===== src/rtl/multi_bit_multiplexer_nway_pipe_pkg.sv =====
`default_nettype none
// ============================================================================
// Module   : multi_bit_multiplexer_nway_pipe_pkg
// Brief    : Shared definitions for the N-way pipelined read-port mux:
//            skid-buffer depth, occupancy encodings and select-width helper.
// Revision : 1.0 - initial release
// ============================================================================
package multi_bit_multiplexer_nway_pipe_pkg;

    // Number of entries held by the output skid buffer.
    localparam int MUX_BUF_DEPTH = 2;

    // Occupancy of the skid buffer; also the state of its control FSM.
    typedef enum logic [1:0] {
        MUX_CNT_EMPTY = 2'd0,
        MUX_CNT_ONE   = 2'd1,
        MUX_CNT_FULL  = 2'd2
    } mux_cnt_e;

    // Select width for a given number of inputs; never narrower than 1 bit.
    function automatic int mux_sel_w(input int num_inputs);
        return (num_inputs <= 2) ? 1 : $clog2(num_inputs);
    endfunction

endpackage : multi_bit_multiplexer_nway_pipe_pkg
`default_nettype wire


===== src/rtl/multi_bit_multiplexer_nway_pipe_skid_buffer.sv =====
`default_nettype none
// ============================================================================
// Module   : mux_skid_buffer
// Brief    : 2-entry valid/ready FIFO-ordered skid buffer with a registered
//            upstream ready. Generic payload width for reuse in other ports.
// Revision : 1.0 - initial release
// ============================================================================
module mux_skid_buffer
    import multi_bit_multiplexer_nway_pipe_pkg::*;
#(
    parameter int PAYLOAD_W = 8
)(
    input  logic                 clk,
    input  logic                 rst_n,
    input  logic [PAYLOAD_W-1:0] i_data,
    input  logic                 i_valid,
    output logic                 o_ready,
    output logic [PAYLOAD_W-1:0] o_data,
    output logic                 o_valid,
    input  logic                 i_ready
);

    logic [PAYLOAD_W-1:0] r_mem [MUX_BUF_DEPTH];
    logic                 r_wr_ptr;
    logic                 r_rd_ptr;
    logic                 r_ready;
    mux_cnt_e             r_cnt;
    mux_cnt_e             w_cnt_nxt;
    logic                 w_push;
    logic                 w_pop;

    assign w_push  = i_valid & r_ready;
    assign w_pop   = (r_cnt != MUX_CNT_EMPTY) & i_ready;
    assign o_valid = (r_cnt != MUX_CNT_EMPTY);
    assign o_ready = r_ready;
    assign o_data  = r_mem[r_rd_ptr];

    // Occupancy FSM next state; a push while full cannot happen because ready is low.
    always_comb begin
        w_cnt_nxt = r_cnt;
        case (r_cnt)
            MUX_CNT_EMPTY: if (w_push)           w_cnt_nxt = MUX_CNT_ONE;
            MUX_CNT_ONE:   if (w_push && !w_pop) w_cnt_nxt = MUX_CNT_FULL;
                           else if (!w_push && w_pop) w_cnt_nxt = MUX_CNT_EMPTY;
            MUX_CNT_FULL:  if (w_pop)            w_cnt_nxt = MUX_CNT_ONE;
            default:                             w_cnt_nxt = MUX_CNT_EMPTY;
        endcase
    end

    // Occupancy register and registered ready, derived from next occupancy only.
    always_ff @(posedge clk or negedge rst_n) begin
        if (!rst_n) begin
            r_cnt   <= MUX_CNT_EMPTY;
            r_ready <= 1'b1;
        end else begin
            r_cnt   <= w_cnt_nxt;
            r_ready <= (w_cnt_nxt != MUX_CNT_FULL);
        end
    end

    // Entry storage and ring pointers; entries drain in acceptance order.
    always_ff @(posedge clk or negedge rst_n) begin
        if (!rst_n) begin
            for (int i = 0; i < MUX_BUF_DEPTH; i++) begin
                r_mem[i] <= '0;
            end
            r_wr_ptr <= 1'b0;
            r_rd_ptr <= 1'b0;
        end else begin
            if (w_push) begin
                r_mem[r_wr_ptr] <= i_data;
                r_wr_ptr        <= ~r_wr_ptr;
            end
            if (w_pop) begin
                r_rd_ptr <= ~r_rd_ptr;
            end
        end
    end

endmodule : mux_skid_buffer
`default_nettype wire


===== src/rtl/multi_bit_multiplexer_nway_pipe.sv =====
`default_nettype none
// ============================================================================
// Module   : multi_bit_multiplexer_nway_pipe
// Brief    : NUM_INPUTS-way, WIDTH-bit read-port mux with a registered,
//            flow-controlled output through a 2-entry skid buffer.
//            Optional feature macro: MUX_SEL_RANGE_CHECK_EN (adds out_err).
//            SEL_W is derived from NUM_INPUTS and must not be overridden.
// Revision : 1.0 - initial release
// ============================================================================
module multi_bit_multiplexer_nway_pipe
    import multi_bit_multiplexer_nway_pipe_pkg::*;
#(
    parameter int WIDTH      = 8,
    parameter int NUM_INPUTS = 32,
    parameter int SEL_W      = mux_sel_w(NUM_INPUTS)
)(
    input  logic                        clk,
    input  logic                        rst_n,
    input  logic [NUM_INPUTS*WIDTH-1:0] data_in,
    input  logic [SEL_W-1:0]            sel,
    input  logic                        in_valid,
    output logic                        in_ready,
    output logic [WIDTH-1:0]            out_data,
    output logic [SEL_W-1:0]            out_sel,
`ifdef MUX_SEL_RANGE_CHECK_EN
    output logic                        out_err,
`endif
    output logic                        out_valid,
    input  logic                        out_ready
);

`ifdef MUX_SEL_RANGE_CHECK_EN
    localparam int c_PAYLOAD_W = WIDTH + SEL_W + 1;
`else
    localparam int c_PAYLOAD_W = WIDTH + SEL_W;
`endif
    localparam logic [SEL_W:0] c_NUM_INPUTS = (SEL_W + 1)'(NUM_INPUTS);

    logic                   w_sel_in_range;
    logic [WIDTH-1:0]       w_word;
    logic [c_PAYLOAD_W-1:0] w_in_payload;
    logic [c_PAYLOAD_W-1:0] w_out_payload;

    // Select the addressed word; indices past the last word read as zero.
    always_comb begin
        w_sel_in_range = ({1'b0, sel} < c_NUM_INPUTS);
        w_word         = '0;
        if (w_sel_in_range) begin
            w_word = data_in[int'(sel)*WIDTH +: WIDTH];
        end
    end

`ifdef MUX_SEL_RANGE_CHECK_EN
    assign w_in_payload = {~w_sel_in_range, w_word, sel};
    assign out_err      = w_out_payload[WIDTH+SEL_W];
`else
    assign w_in_payload = {w_word, sel};
`endif
    assign out_data = w_out_payload[SEL_W +: WIDTH];
    assign out_sel  = w_out_payload[0 +: SEL_W];

    mux_skid_buffer #(
        .PAYLOAD_W (c_PAYLOAD_W)
    ) u_skid (
        .clk     (clk),
        .rst_n   (rst_n),
        .i_data  (w_in_payload),
        .i_valid (in_valid),
        .o_ready (in_ready),
        .o_data  (w_out_payload),
        .o_valid (out_valid),
        .i_ready (out_ready)
    );

endmodule : multi_bit_multiplexer_nway_pipe
`default_nettype wire


===== config.mk =====
export PLATFORM = sky130hd
export DESIGN_NAME = multi_bit_multiplexer_nway_pipe
export DESIGN_NICKNAME = d
export VERILOG_FILES = /design/src/rtl/multi_bit_multiplexer_nway_pipe_pkg.sv /design/src/rtl/multi_bit_multiplexer_nway_pipe_skid_buffer.sv /design/src/rtl/multi_bit_multiplexer_nway_pipe.sv
export SDC_FILE = /design/constraint.sdc
export NUM_CORES = 1
export LEC_CHECK = 0
export ABC_CLOCK_PERIOD_IN_PS = 4800
export CORE_MARGIN = 4
export CORE_UTILIZATION = 28
export CTS_CLUSTER_SIZE = 20
export DETAILED_ROUTE_END_ITERATION = 8
export PLACE_DENSITY = 0.7
export RECOVER_POWER = 25
export SLEW_MARGIN = 25
export SYNTH_ARGS = -nofsm -noshare
export SYNTH_HDL_FRONTEND = slang
export SYNTH_SLANG_ARGS = --single-unit

===== constraint.sdc =====
create_clock -name clk -period 4.8 [get_ports clk]
set_input_delay 1.44 -clock clk [delete_from_list [all_inputs] [get_ports clk]]
set_output_delay 1.44 -clock clk [all_outputs]
set_load 0.005 [all_outputs]

Figure 1. The metal 3 layer.
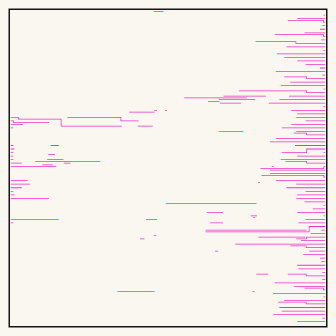
wire length on this layer: 1500 um
main direction: horizontal
longest straight run: 39.8 um
nets with wire on the layer: 130

Figure 2. Placement density heat map.
12 x 12 tiles, from white (low) to dark blue (high), 0 to 100% covered.
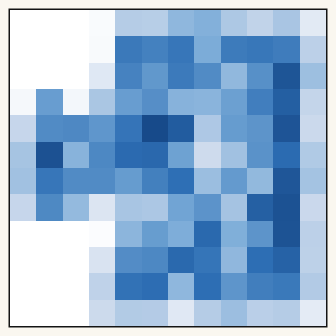
tiles over 75% full: 13%
emptiest ninth of the die: south-west
nearly empty tiles: 15%
fullest tile: 90%
mean over tiles: 43%
Post-Route Utilization: 52.0%
Core ar.: 12700 um2
Floorplan Utilization: 28.7%

Figure 3. Clock distribution.
Scale bar: 20 um.
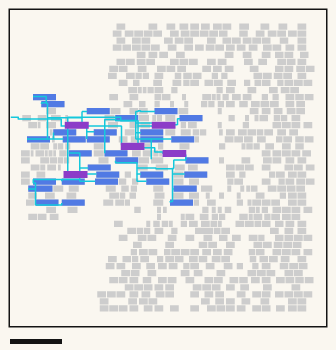
[cyan] clock wires | length: 422 um
[purple] clock-net drivers | count: 5
[blue] flip-flops | count: 31
routed clock nets: 6

Figure 4. I/O pins on the die edge.
Pins as bars across the die edge, other pins in grey.
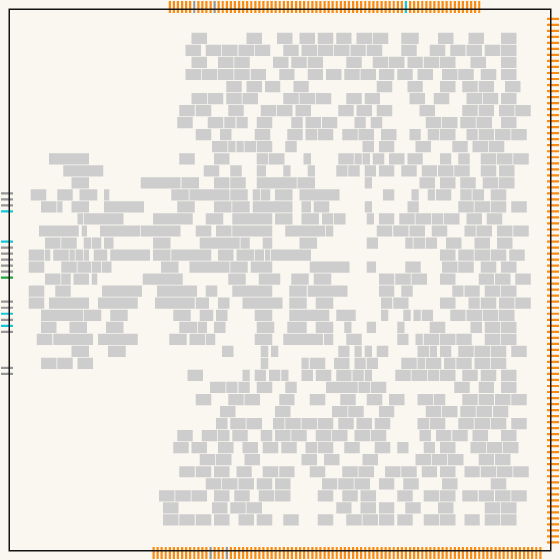
[green] out_valid | pins: 1 | direction: output | edge: west
[orange] data_in | pins: 256 | direction: input | edge: 94 south, 88 east, 74 north
[cyan] sel | pins: 5 | direction: input | edge: 4 west, 1 north
all pins by edge: 96 south, 88 east, 77 north, 19 west
PortBufs: 279
die y size: 122 um
die span in x: 122 um

==> flow_summary.ini <==
; implementation run metrics
[cells_and_area]
fin_area_um2 = 6590
instances_no_fill = 796
areaGrowthSynthToFinish_pct = 81.0
layout_top_cells = 277 x clkdlybuf4s50_1, 129 x mux2i_1, 64 x a22oi_1
drive_gt1_share_pct = 7.09
layout_top_cell = clkdlybuf4s50_1

[timing]
setup_slack_ns = 1.41
finalSetupViolCount = 0
hold_slack_ns = 0.487
worstMarginPinSlew_ns = 1.69
drv_slew = 32
min_period_ns = 3.39
fin_crit_sh_pct = 70.6
hold_violations = 0
fin_setup_tns_ns = 0
skew_ns = 0.00366

[power_and_ir_drop]
leakage_nw = 2.70
peakVddDrop_v = 0.000376

[logic_synthesis]
yosys_warnings = 0
top_cells_by_area = mux2i_1 35%, dfrtp_1 21%, a22oi_1 13%, mux2_2 6.2%, mux2_1 5.9%
yosys-stat-cells = 363
top_area_share_pct = 35.5
fp_nets = 628
ys_seq_share_pct = 21.3
syn_avg_cell_area_um2 = 10.0
async_flop_share_pct = 100
edf_count = 0
yosys_area_um2 = 3640
synth_top_cell_by_area = mux2i_1
synth.most_common_cell = mux2i_1
ff_type = dfrtp_1
ys.flops = 31
netlist_area_um2 = 3640
synth_cell_types = 29

[detailed_routing]
post_drt_wl_per_cell_um = 22.0
ant_nets = 0
firstDrtPassIters = 4
routed_wl_um = 17500
first_iter_violations = 203
drcViolationCount = 0
vias_per_cell = 5.05

[global_routing]
grt_pass1_vias = 4320
grt-ovfl-total = 0
grt_usage_pct = 21.9
antenna_found_initial = 3
grt_max_degree = 53
grt_pass1_wl_um = 24900

[clocking]
postCtsHoldBufs = 0
cts_tree = yes
cts_buffers = 5
root_buffer = clkbuf_16
clock-sinks = 31
post_cts_buffers = 0
cts_resized = 0
cts_buffer_depth = 2
worst_skew_pair.late_latency_ns = 0.27
path_clk_slew_ns = 0.05

[setup_path]
setup.worst_path.end = u_skid.r_mem[8]
cp-startpoint = sel[1]
critPathLaunchType = input port
crit_fanout = 52
required_ns = 5.01
crit_type = input port to flip-flop
reg2reg_setup_slack_ns = 3.01
cp.arrival_ns = 3.60
r2r_start = u_skid.o_ready
crit_path_end_kind = flip-flop
r2r-end = u_skid.r_mem[12]

[placement]
dp_hpwl_um = 14500
dp_slack_ns = 1.18
gp_congestion = 0.761
post_dp_cell_area_um2 = 6430
placed_cells = 785

[min_path]
hold_end = u_skid.r_mem[15]
hp-class = flip-flop to flip-flop
min_from = u_skid.r_mem[15]
hold_depth = 1

[status]
violations = capacitance limit, slew limit
status = complete, but fails checks

[floorplan]
die_area_um2 = 14900
ios = 280

[flow_run]
tool_warnings = 26
maxCapViolCount = 1
-- worst max-delay path, cell delays in order --
cell and delay [ns]:
buf_6 0.47, buf_4 0.38, mux2i_1 0.12, a22oi_1 0.25, a21oi_1 0.13, nor4_1 0.54, mux2_1 0.22
-- metal layers --
| metal | vias to the layer above | routed length [um] | GRT usage (%) | share of wire (%) |
|---|---|---|---|---|
| met5 | - | 0 | 0 | 0 |
| met4 | 0 | 259 | 5.95 | 1.5 |
| met3 | 16 | 1500 | 5.76 | 8.5 |
| met2 | 160 | 9280 | 40.3 | 53 |
| met1 | 1911 | 6490 | 24.9 | 37 |
| li1 | 1930 | - | - | - |
-- where the power goes --
part / switching (mW) / leakage (nW) / total, mW / internal, mW
clock network: 0.105 / 0.0772 / 0.325 / 0.220
logic: 0.325 / 2.27 / 0.910 / 0.584
registers: 0.0860 / 0.352 / 0.472 / 0.386
-- sequential cells by signal, summed over array words and instances (netlist names) --
register	count
u_skid.r_wr_ptr	1
u_skid.r_mem	26
u_skid.o_ready	1
u_skid.r_rd_ptr	1
u_skid.r_cnt	2
-- kinds of logic after synthesis --
kind of cell | count (synthesis) | share of synthesized area [%]
flops | 31 | 21.3
mux | 168 | 47.5
xor+xnor | 1 | 0.241
buf+inv | 38 | 8.42
simple gates | 26 | 4.37
compound gates | 99 | 18.1
-- final cells by class --
class,instances,area [um2]
fillers,1156,6080
repair buffers,287,2860
multi-input cells,294,2560
flip-flops and latches,31,777
well taps,172,215
clock buffers,8,156
diodes,3,7.51
inverters,1,3.75
No activity file was given, so power comes from the tool's default toggle rates.
